## config.mk

```make
export PLATFORM = sky130hd
export DESIGN_NAME = cube_selector_receiver_flat
export DESIGN_NICKNAME = d
export VERILOG_FILES = /design/src/rtl/cube_selector_receiver_if.sv /design/src/rtl/cube_selector_receiver.sv /design/src/flat_wrapper.sv
export SDC_FILE = /design/constraint.sdc
export NUM_CORES = 1
export LEC_CHECK = 0
export ABC_AREA = 1
export CORE_MARGIN = 3
export CORE_UTILIZATION = 35
export CTS_BUF_LIST = sky130_fd_sc_hd__clkbuf_8
export DETAILED_ROUTE_END_ITERATION = 8
export GPL_TIMING_DRIVEN = 0
export SETUP_SLACK_MARGIN = 0.1
export SLEW_MARGIN = 20
export SYNTH_ARGS = -nofsm -noshare
export SYNTH_HDL_FRONTEND = slang
export SYNTH_SLANG_ARGS = --single-unit
export TNS_END_PERCENT = 10
```

## constraint.sdc

```tcl
create_clock -name clk -period 3.95 [get_ports clk]
set_input_delay 0.395 -clock clk [delete_from_list [all_inputs] [get_ports clk]]
set_output_delay 0.395 -clock clk [all_outputs]
set_load 0.02 [all_outputs]
```

## src/rtl/cube_selector_receiver_if.sv

```systemverilog
// Selector pulse lines from the button CPLD and the mode/light state presented to the pattern engine.
interface cube_selector_receiver_if #(
    parameter int MODE_W  = 3,
    parameter int LEVEL_W = 2
);
    logic               mode_selector_n;
    logic               light_selector_n;
    logic [MODE_W-1:0]  mode_index;
    logic [LEVEL_W-1:0] light_level;
    logic               mode_strobe;
    logic               light_strobe;
    logic [1:0]         stuck;

    modport master (
        output mode_selector_n,
        output light_selector_n,
        input  mode_index,
        input  light_level,
        input  mode_strobe,
        input  light_strobe,
        input  stuck
    );

    modport slave (
        input  mode_selector_n,
        input  light_selector_n,
        output mode_index,
        output light_level,
        output mode_strobe,
        output light_strobe,
        output stuck
    );
endinterface

```

## src/rtl/cube_selector_receiver.sv

```systemverilog
// Two independent selector channels: synchronize, pulse-width qualify, and advance a wrapping
// mode index / light level with one-cycle change strobes and stuck-low flags.
module cube_selector_receiver #(
    parameter int SYNC_STAGES    = 2,
    parameter int CNT_W          = 16,
    parameter int MIN_LOW_CYCLES = 16,
    parameter int MAX_LOW_CYCLES = 50000,
    parameter int NUM_MODES      = 8,
    parameter int MODE_W         = 3,
    parameter int NUM_LEVELS     = 4,
    parameter int LEVEL_W        = 2
) (
    input  logic                     clk,
    input  logic                     reset,
    cube_selector_receiver_if.slave  bus
);
    localparam int FL_W = $clog2(SYNC_STAGES + 1);

    typedef enum logic [1:0] {DISARMED, IDLE, LOW, STUCK} state_t;

    logic [SYNC_STAGES-1:0] sync_q [2];
    logic [1:0]             line_n;
    logic [1:0]             s;
    state_t                 state_q [2];
    state_t                 state_d [2];
    logic [CNT_W-1:0]       cnt_q [2];
    logic [CNT_W-1:0]       cnt_d [2];
    logic [1:0]             accept;
    logic [FL_W-1:0]        flush_q;
    logic                   flushed;
    logic [MODE_W-1:0]      mode_index_q;
    logic [LEVEL_W-1:0]     light_level_q;
    logic                   mode_strobe_q;
    logic                   light_strobe_q;

    function automatic logic [MODE_W-1:0] wrap_mode(input logic [MODE_W-1:0] v);
        return (v == MODE_W'(NUM_MODES - 1)) ? '0 : v + MODE_W'(1);
    endfunction

    function automatic logic [LEVEL_W-1:0] wrap_level(input logic [LEVEL_W-1:0] v);
        return (v == LEVEL_W'(NUM_LEVELS - 1)) ? '0 : v + LEVEL_W'(1);
    endfunction

    assign line_n  = {bus.light_selector_n, bus.mode_selector_n};
    assign s       = {sync_q[1][SYNC_STAGES-1], sync_q[0][SYNC_STAGES-1]};
    // The synchronizer's reset value of 1 is not a real observation; arming waits for real samples.
    assign flushed = (flush_q == FL_W'(SYNC_STAGES));

    always_comb begin
        for (int ch = 0; ch < 2; ch++) begin
            state_d[ch] = state_q[ch];
            cnt_d[ch]   = cnt_q[ch];
            accept[ch]  = 1'b0;
            case (state_q[ch])
                DISARMED: if (flushed && s[ch]) state_d[ch] = IDLE;
                IDLE: begin
                    if (!s[ch]) begin
                        state_d[ch] = LOW;
                        cnt_d[ch]   = CNT_W'(1);
                    end
                end
                LOW: begin
                    if (!s[ch]) begin
                        if (cnt_q[ch] == CNT_W'(MAX_LOW_CYCLES)) state_d[ch] = STUCK;
                        else                                      cnt_d[ch]   = cnt_q[ch] + CNT_W'(1);
                    end else begin
                        accept[ch]  = (cnt_q[ch] >= CNT_W'(MIN_LOW_CYCLES));
                        state_d[ch] = IDLE;
                        cnt_d[ch]   = '0;
                    end
                end
                STUCK: begin
                    cnt_d[ch] = '0;
                    if (s[ch]) state_d[ch] = IDLE;
                end
                default: begin
                    state_d[ch] = DISARMED;
                    cnt_d[ch]   = '0;
                end
            endcase
        end
    end

    always_ff @(posedge clk) begin
        if (reset) begin
            for (int ch = 0; ch < 2; ch++) begin
                sync_q[ch]  <= '1;
                state_q[ch] <= DISARMED;
                cnt_q[ch]   <= '0;
            end
            flush_q        <= '0;
            mode_index_q   <= '0;
            light_level_q  <= '0;
            mode_strobe_q  <= 1'b0;
            light_strobe_q <= 1'b0;
        end else begin
            for (int ch = 0; ch < 2; ch++) begin
                sync_q[ch]  <= {sync_q[ch][SYNC_STAGES-2:0], line_n[ch]};
                state_q[ch] <= state_d[ch];
                cnt_q[ch]   <= cnt_d[ch];
            end
            if (!flushed) flush_q <= flush_q + FL_W'(1);
            mode_strobe_q  <= accept[0];
            light_strobe_q <= accept[1];
            if (accept[0]) mode_index_q  <= wrap_mode(mode_index_q);
            if (accept[1]) light_level_q <= wrap_level(light_level_q);
        end
    end

    assign bus.mode_index   = mode_index_q;
    assign bus.light_level  = light_level_q;
    assign bus.mode_strobe  = mode_strobe_q;
    assign bus.light_strobe = light_strobe_q;
    assign bus.stuck        = {state_q[1] == STUCK, state_q[0] == STUCK};
endmodule

```

## src/flat_wrapper.sv

```systemverilog
// flat-port wrapper written by rule: the top's interface ports become plain ports
module cube_selector_receiver_flat 
#(
    parameter int SYNC_STAGES    = 2,
    parameter int CNT_W          = 16,
    parameter int MIN_LOW_CYCLES = 16,
    parameter int MAX_LOW_CYCLES = 50000,
    parameter int NUM_MODES      = 8,
    parameter int MODE_W         = 3,
    parameter int NUM_LEVELS     = 4,
    parameter int LEVEL_W        = 2
)
  (clk, reset, bus_mode_selector_n, bus_light_selector_n, bus_mode_index, bus_light_level, bus_mode_strobe, bus_light_strobe, bus_stuck);
  cube_selector_receiver_if #(.MODE_W(MODE_W), .LEVEL_W(LEVEL_W)) bus_i ();
  input  logic clk;
  input  logic reset;
  input wire logic [$bits(bus_i.mode_selector_n)-1:0] bus_mode_selector_n;
  input wire logic [$bits(bus_i.light_selector_n)-1:0] bus_light_selector_n;
  output wire logic [$bits(bus_i.mode_index)-1:0] bus_mode_index;
  output wire logic [$bits(bus_i.light_level)-1:0] bus_light_level;
  output wire logic [$bits(bus_i.mode_strobe)-1:0] bus_mode_strobe;
  output wire logic [$bits(bus_i.light_strobe)-1:0] bus_light_strobe;
  output wire logic [$bits(bus_i.stuck)-1:0] bus_stuck;
  assign bus_i.mode_selector_n = bus_mode_selector_n;
  assign bus_i.light_selector_n = bus_light_selector_n;
  assign bus_mode_index = bus_i.mode_index;
  assign bus_light_level = bus_i.light_level;
  assign bus_mode_strobe = bus_i.mode_strobe;
  assign bus_light_strobe = bus_i.light_strobe;
  assign bus_stuck = bus_i.stuck;
  cube_selector_receiver #(.SYNC_STAGES(SYNC_STAGES), .CNT_W(CNT_W), .MIN_LOW_CYCLES(MIN_LOW_CYCLES), .MAX_LOW_CYCLES(MAX_LOW_CYCLES), .NUM_MODES(NUM_MODES), .MODE_W(MODE_W), .NUM_LEVELS(NUM_LEVELS), .LEVEL_W(LEVEL_W)) u_core (.clk(clk), .reset(reset), .bus(bus_i));
endmodule
```

Run 1, the clock network:
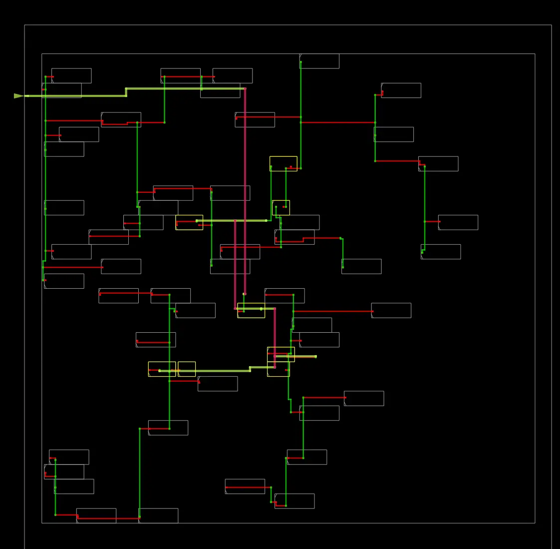
power of the clock network: 0.332 mW
Clock Sinks: 49
clk ins delay skew pair: 320 ps
total clock buffers created by CTS: 5

Run 1, I/O nets highlighted:
Scale: 4 px per um.
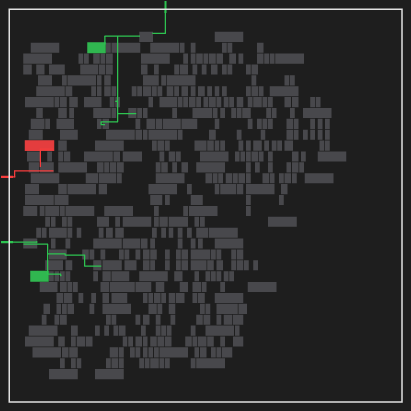
| port | colour | bits | direction | edge | end cells | wire |
|---|---|---|---|---|---|---|
| bus_stuck | green | 2 | output | 1 top, 1 left | 2 | 92.0 um |
| bus_mode_strobe | red | 1 | output | left | 1 | 19.5 um |

Run 1, register map, names as in the netlist:
Scale: 3 px per um. Other sequential cells in the stronger grey, the rest of the logic in the fainter grey.
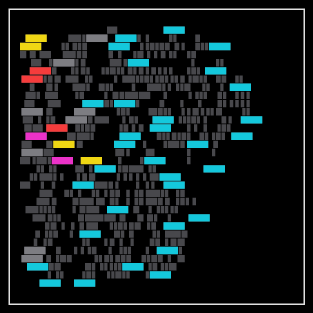
| name in the netlist | colour | placed flops |
|---|---|---|
| u_core.bus.mode_index | red | 3 |
| u_core.cnt_q | cyan | 32 |
| u_core.bus.light_level | magenta | 2 |
| u_core.sync_q | yellow | 4 |
not coloured: 8

==> flow_summary_export.csv, run 1 <==
group,metric,value,unit
status,result_of_the_run,"complete, no violations",
finish,num-fill-cells,860,
final_timing,max-slew-margin-rel,0.6987,
setup_path,crit_path_top_delay_cell,"sky130_fd_sc_hd__clkdlybuf4s50_1",
routing,routed-via-count,2804,
floorplan,rows,32,
finish,areaGrowthSynthToFinish,11.36,%
yosys,synth_compound_gate_area_share,0.09241,
setup_path,worst_reg2reg_path_startpoint,"u_core.state_q[0][0]",
grt,grt_antenna_before_repair,0,
finish,final-clk-cell-share,0.02969,
yosys,syn_avg_cell_area,6.501,sq um
routing,drt_drc_violations_left,0,
yosys,xor_share_synth,0,
setup_path,slowest_delay,630,ps
place,detailed_placement_wirelength_estimate,4922,um
place,buffer_ports.inserted,11,
place,globalplace.congestion,0.8487,
grt,first_global_vias,2584,
setup_path,ff2ff_path_depth,10,
yosys,ys_top_logic_family,"simple AND/OR/NAND/NOR gates",
finish,non_clock_buffer_area_share,0.05443,
setup_path,worstSetupEndpointType,"output pin",
pwr,power.static_leakage,1.289,nW
yosys,synthDistinctLibCells,29,
hold_path,holdPathStages,2,
floorplan,chip_area,9571,sq um
finish,non_clock_inverter_count,67,
grt,globalRouteOverflowTotal,0,
setup_path,critical_path.startpoint_type,"register",
floorplan,die.size.x,97.83,um
finish,num-clock-buffers,5,
setup_path,regToRegEndpoint,"u_core.cnt_q[0][2]",
yosys,synth-async-reset-ratio,0,
yosys,post_synth_inst_count,454,
yosys,yosys_register_bits,49,
finish,multiInputGateArea,1650,sq um
routing,met2WireLength,2895,um
yosys,yosysWarnings,0,
finish,sh_comb_area,0.5021,
pwr,power.sequential.fraction,0.406,
final_timing,layout_worst_path_cycle_share,0.5036,
finish,insertedDiodeCount,0,
final_timing,maxClockFrequency,502.7,MHz
yosys,synth-seq-area-share,0.3323,
run 1: worst max-delay path by stage:
stage,cells after the start,start,endpoint
detailed placement,10,u_core.state_q[0][0],u_core.cnt_q[0][2]
finish,2,u_core.state_q[0][0],bus_stuck[0]
global placement,10,u_core.state_q[0][0],u_core.cnt_q[0][2]
CTS,2,u_core.state_q[0][0],bus_stuck[0]
global route,2,u_core.state_q[0][1],bus_stuck[0]
floorplan,11,u_core.state_q[0][3],u_core.cnt_q[0][18]
run 1: cells in the mapped netlist, types with 3 or more instances:
cell type / number / area share
sky130_fd_sc_hd__nor3_1: 14 / 0.024
sky130_fd_sc_hd__dfxtp_1: 49 / 0.33
sky130_fd_sc_hd__a21oi_2: 4 / 0.012
sky130_fd_sc_hd__a21oi_1: 26 / 0.044
sky130_fd_sc_hd__inv_2: 3 / 0.0038
sky130_fd_sc_hd__nand3_1: 33 / 0.056
sky130_fd_sc_hd__o21ai_0: 16 / 0.027
sky130_fd_sc_hd__nand2_2: 4 / 0.0085
sky130_fd_sc_hd__nand2_1: 110 / 0.14
sky130_fd_sc_hd__nor2_1: 69 / 0.088
sky130_fd_sc_hd__or2_2: 4 / 0.0085
sky130_fd_sc_hd__nor2_2: 3 / 0.0064
sky130_fd_sc_hd__ha_1: 16 / 0.068
sky130_fd_sc_hd__buf_2: 3 / 0.0051
sky130_fd_sc_hd__inv_1: 63 / 0.080
sky130_fd_sc_hd__nand4_1: 18 / 0.038
run 1: kinds of logic (layout without fill, tap and decap cells):
family / Yosys count / after routing
compound gates: 50 / 50
fa+ha+maj: 16 / 16
simple gates: 264 / 264
flops: 49 / 49
buf+inv: 75 / 94
run 1: stage by stage:
step / util / instance area [sq um] / worst slack (ps) / cells / hold slack, ps
floorplan: - / 2952 / 2447 / 454 / 389.5
global placement: 0.4003 / 3189 / 2167 / 567 / 397.7
detailed placement: 0.4003 / 3189 / 2173 / 567 / 397.1
CTS: 0.4125 / 3287 / 1936 / 575 / 291.9
global route: 0.4125 / 3287 / 1889 / 575 / 309.7
finish: 0.4125 / 3287 / 1961 / 575 / 301.7
run 1: per-layer routing:
metal	vias to the layer above	GRT usage
li1	1484	-
met4	0	0.04473
met3	7	0.02714
met2	37	0.2267
met5	-	0
met1	1276	0.1856
run 1: power groups by stage:
stage / Clock, mW / Combinational (mW) / Sequential [mW]
after CTS: 0.344 / 0.476 / 0.554
after global placement: 0 / 0.472 / 0.564
after floorplan: 0 / 0.367 / 0.558
after global routing: 0.360 / 0.540 / 0.558
after detailed placement: 0 / 0.475 / 0.566
final: 0.332 / 0.478 / 0.554
run 1: registers in the layout, indices dropped and copies added (netlist names):
| signal | flops |
|---|---|
| u_core.cnt_q | 32 |
| u_core.bus.light_strobe | 1 |
| u_core.sync_q | 4 |
| u_core.bus.mode_strobe | 1 |
| u_core.state_q | 4 |
| u_core.flush_q | 2 |
| u_core.bus.mode_index | 3 |
| u_core.bus.light_level | 2 |
run 1: critical path: cells and delay by family (launching register included):
kind	cells	cell delay (ps)
buffers and inverters	1	630
DFF	1	400
adders and majority gates	1	240
Run 1, selected gate families:
Scale: 4 px per um.
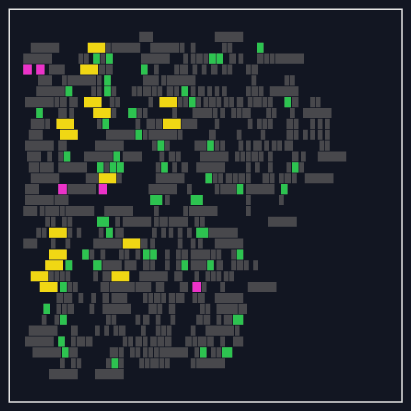

--- run 2 (diff from run 1) ---
- clock period: 3.95 -> 2 ns (I/O delays scaled with it)
Run 2, selected gate families:
Scale: 4 px per um.
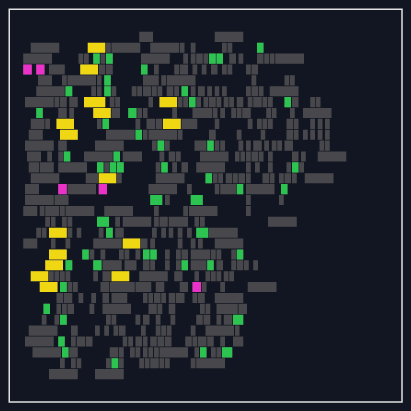
| family | colour | cells |
|---|---|---|
| AND and OR gates | magenta | 5 |
| adder and majority cells | yellow | 16 |
| inverting AOI/OAI gates | green | 50 |

==> run 2 against run 1 <==
  * Count of clock-buffer cells in the layout is the same
  * Die size is the same
  * Worst hold slack lost 190 ps
  * Via count shrank 0.21%
  * Register-to-register slack lost 1900 ps
  * Core utilization grew 0.063 points
  * Highest routed layer unchanged
  * Critical path type unchanged
  * First-iteration DRC count grew 2.7%
==> flow_summary_export.csv, run 2 <==
group,metric,value,unit
setup_path,worst_reg2reg_path_startpoint,"u_core.state_q[0][3]",
final_timing,layout_worst_path_cycle_share,0.9013,
grt,grt_antenna_before_repair,0,
setup_path,worst_setup_path_endpoint,"bus_stuck[0]",
yosys,netlist.top_cell.by_instances,"sky130_fd_sc_hd__nand2_1",
status,result_of_the_run,"complete, no violations",
grt,grt_util_met1,0.1856,
yosys,synth_top_area_share,0.3323,
yosys,post_synth_inst_count,454,
routing,routed-via-count,2798,
setup_path,regToRegEndpoint,"u_core.cnt_q[0][18]",
setup_path,slowest_delay,630,ps
yosys,synth.cells.most_frequent,"sky130_fd_sc_hd__nand2_1 (110), sky130_fd_sc_hd__nor2_1 (69), sky130_fd_sc_hd__inv_1 (63)",
finish,stdcell_count,575,
final_timing,max-slew-margin-rel,0.6971,
setup_path,worstSetupEndpointType,"output pin",
yosys,synth_top_cell_by_area,"sky130_fd_sc_hd__dfxtp_1",
yosys,synth-async-reset-ratio,0,
floorplan,rows,32,
final_timing,maxClockFrequency,554.8,MHz
finish,areaGrowthSynthToFinish,11.53,%
grt,global_route.usage.met3,0.02714,
Run 2, wiring by layer:
Scale: 4 px per um.
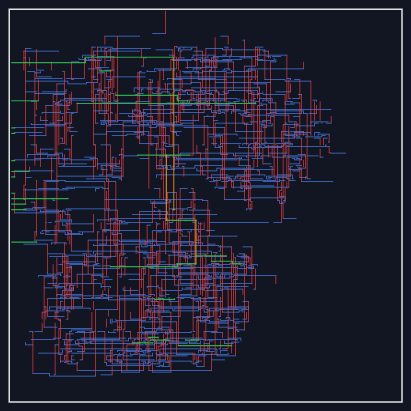
| layer | colour | wire length |
|---|---|---|
| metal 4 | orange | 65.3 um |
| metal 2 | red | 2900 um |
| metal 1 | blue | 3390 um |
| metal 3 | green | 242 um |

[run 2: cell counts in the layout (fill, tap and decap cells not counted)]
Identical to the previous run, type by type.
[run 2: report_power, final]
part	switching [mW]	total [mW]	internal [mW]
Combinational	0.626	0.951	0.324
Sequential	0.0574	1.09	1.04
Clock	0.390	0.655	0.265
Total	1.07	2.70	1.63
[run 2: final cells by class]
cell class / count / area (sq um) / area share
sequential: 49 / 980.9 / 0.2980
clock inverter: 3 / 28.78 / 0.008742
timing repair buffer: 11 / 110.1 / 0.03345
buffer: 8 / 68.82 / 0.02090
inverter: 67 / 251.5 / 0.07640
multi-input combinational: 330 / 1655 / 0.5029
tap: 102 / 127.6 / 0.03877
clock buffer: 5 / 68.82 / 0.02090
[run 2: layer usage]
layer	share of wire	vias to the layer above
li1	-	1485
met1	0.51	1269
met2	0.44	37
met3	0.037	7
met4	0.0099	0
met5	0	-
[run 2: worst min path at each step]
stage,from,endpoint
3_5_place_dp,u_core.sync_q[0][2],u_core.sync_q[0][3]
4_1_cts,reset,u_core.bus.mode_index[2]
3_3_place_gp,u_core.sync_q[0][2],u_core.sync_q[0][3]
2_1_floorplan,bus_mode_selector_n,u_core.sync_q[0][0]
5_1_grt,reset,u_core.cnt_q[0][16]
6_report,reset,u_core.bus.mode_index[1]
[run 2: per-stage QoR]
| step | setup WS, ps | instance area (sq um) | hold slack, ps | util |
|---|---|---|---|---|
| 6_report | 197.5 | 3292 | 107.5 | 0.4132 |
| 2_1_floorplan | 497.0 | 2952 | 303.8 | - |
| 5_1_grt | 67.31 | 3292 | 114.7 | 0.4132 |
| 4_1_cts | 179.9 | 3287 | 96.93 | 0.4125 |
| 3_5_place_dp | 222.7 | 3189 | 397.1 | 0.4003 |
| 3_3_place_gp | 217.1 | 3189 | 397.7 | 0.4003 |
[run 2: worst max-delay path: cells and delay by family (launching register included)]
kind | cells | cell delay [ps]
DFF | 1 | 400
buffers and inverters | 1 | 630
adders and majority gates | 1 | 250
[run 2: repair_timing]
| action | 4_1_cts | 5_1_grt |
|---|---|---|
| gates resized | 0 | 2 |
| hold buffers | 0 | 0 |
| endpoints found under the setup margin | 0 | 11 |
[run 2: kinds of logic (layout without fill, tap and decap cells)]
logic type / after synthesis / in the layout / synth area share
AND/OR/NAND/NOR: 264 / 264 / 0.3989
buffers and inverters: 75 / 94 / 0.1085
AND-OR/OR-AND: 50 / 50 / 0.09241
flip-flops: 49 / 49 / 0.3323
adder cells (fa/ha/maj): 16 / 16 / 0.06782
Run 2, register map, names as in the netlist:
Scale: 3 px per um. Other sequential cells in the stronger grey, the rest of the logic in the fainter grey.
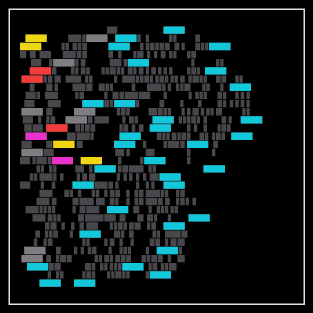

--- run 3 (diff from run 2) ---
- CTS_BUF_LIST: sky130_fd_sc_hd__clkbuf_8 -> sky130_fd_sc_hd__clkbuf_16
- clock period: 2 -> 1.95 ns (I/O delays scaled with it)
Run 3, register map, names as in the netlist:
Scale: 3 px per um. Other sequential cells in the stronger grey, the rest of the logic in the fainter grey.
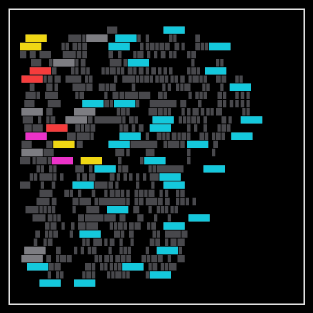
Seq. pwr: 1.12 mW
Sequential cell area: 980.9 sq um
share of the core filled with cells in the final layout: 0.4218
sequential share of cell area: 0.2919

Run 3, the clock network:
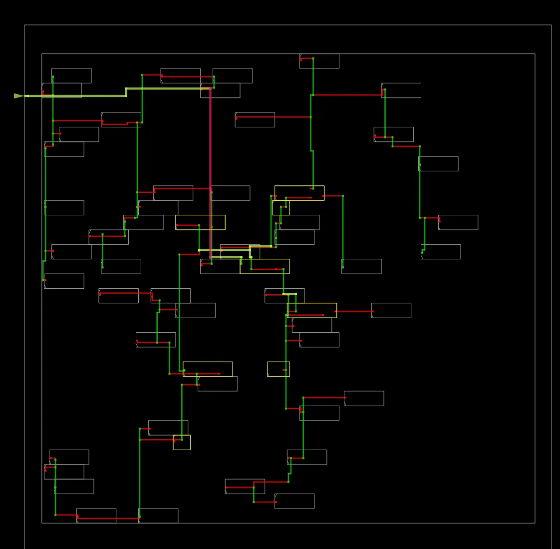
final-layout clock buffer total: 5
Setup Skew: 9.739 ps
clk ins delay skew pair: 290 ps

==> run 3 against run 2 <==
  * Sequential cell count unchanged
  * Sequential share of layout area shrank 0.61 points
  * Synthesized cell count did not move
  * Sequential power is essentially flat
  * Critical path depth did not move
  * Count of clock-buffer cells in the layout stayed put
  * Critical endpoint unchanged
  * Critical path type unchanged
  * Cell area increased by 2.1%
==> flow_summary_export.csv, run 3 <==
group,metric,value,unit
status,result_of_the_run,"complete, no violations",
place,buffer_ports.inserted,11,
finish,number_of_flip_flops_under_the_largest_register_name,32,
yosys,synth_top_cell_by_area,"sky130_fd_sc_hd__dfxtp_1",
setup_path,timing.critical_path.max_delay_family,"buffers and inverters",
setup_path,crit_path_buf_inv_count,1,
final_timing,maxClockFrequency,571.5,MHz
clocking,cts_hold_bufs,0,
yosys,synth_top_area_share,0.3323,
finish,insertedDiodeCount,0,
yosys,synth.cells.most_frequent,"sky130_fd_sc_hd__nand2_1 (110), sky130_fd_sc_hd__nor2_1 (69), sky130_fd_sc_hd__inv_1 (63)",
floorplan,die.size.x,97.83,um
yosys,synth-seq-area-share,0.3323,
floorplan,chip_area,9571,sq um
clocking,tritoncts.num_buffers,5,
yosys,yosys_register_bits,49,
floorplan,rows,32,
routing,wl_met1,3406,um
pwr,power.static_leakage,1.314,nW
grt,first_global_vias,2600,
routing,met2WireLength,2945,um
final_timing,layout_worst_path_cycle_share,0.8973,
place,detailed_placement_wirelength_estimate,4922,um
run 3: cell counts after synthesis:
Identical to the previous run, type by type.
run 3: final timing paths:
path         slack (ps)                  from  cells after the start             endpoint
max                 200  u_core.state_q[0][0]                      2         bus_stuck[0]
min                 130                 reset                      2  u_core.cnt_q[0][16]
max reg2reg         230  u_core.state_q[0][2]                     11  u_core.cnt_q[0][30]
min reg2reg         420   u_core.sync_q[0][2]                      1  u_core.sync_q[0][3]
run 3: cell type report:
class	instances	area, sq um
clock inverter	3	28.78
buffer	8	71.32
fill	852	4607
sequential	49	980.9
inverter	67	254.0
clock buffer	5	125.1
multi-input combinational	330	1663
tap	102	127.6
timing repair buffer	11	110.1
run 3: repair_timing:
item                                   in CTS  in global routing
endpoints found under the hold margin       0                  0
gates resized                               0                  7
setup endpoints to repair                   0                 28
run 3: logic make-up after synthesis:
family,share of synthesized area
flops,0.3323
compound gates,0.09241
buf+inv,0.1085
simple gates,0.3989
fa+ha+maj,0.06782
run 3: per-layer routing:
layer	up-vias	GRT usage
li1	1488	-
met1	1279	0.1886
met2	37	0.2288
met3	6	0.02500
met4	0	0.04366
met5	-	0
run 3: where the power goes:
group          leakage [nW]  switching, mW  internal (mW)
logic                 0.840          0.648          0.343
registers             0.397         0.0601           1.06
clock network        0.0767          0.422          0.495
run 3: stage by stage:
step / worst slack, ps / hold slack (ps) / area, sq um / std cells / util
3_3_place_gp: 167.1 / 397.7 / 3189 / 567 / 0.4003
3_5_place_dp: 172.7 / 397.1 / 3189 / 567 / 0.4003
5_1_grt: 83.16 / 138.8 / 3361 / 575 / 0.4218
4_1_cts: 144.7 / 126.4 / 3343 / 575 / 0.4196
6_report: 200.2 / 132.0 / 3361 / 575 / 0.4218
2_1_floorplan: 447.0 / 298.8 / 2952 / 454 / -
run 3: worst register-to-register path, stage by stage (launching register included):
cell                      delay, ps
sky130_fd_sc_hd__dfxtp_1        380
sky130_fd_sc_hd__inv_1           80
sky130_fd_sc_hd__ha_1           230
sky130_fd_sc_hd__inv_1          180
sky130_fd_sc_hd__nor2_4          80
sky130_fd_sc_hd__nand3_4        140
sky130_fd_sc_hd__nand2_4        100
sky130_fd_sc_hd__inv_1          220
sky130_fd_sc_hd__nand2_1         80
sky130_fd_sc_hd__nand2_1         70
sky130_fd_sc_hd__inv_1           40
sky130_fd_sc_hd__nor2_1          60
Power is estimated from default activity; no workload was simulated.
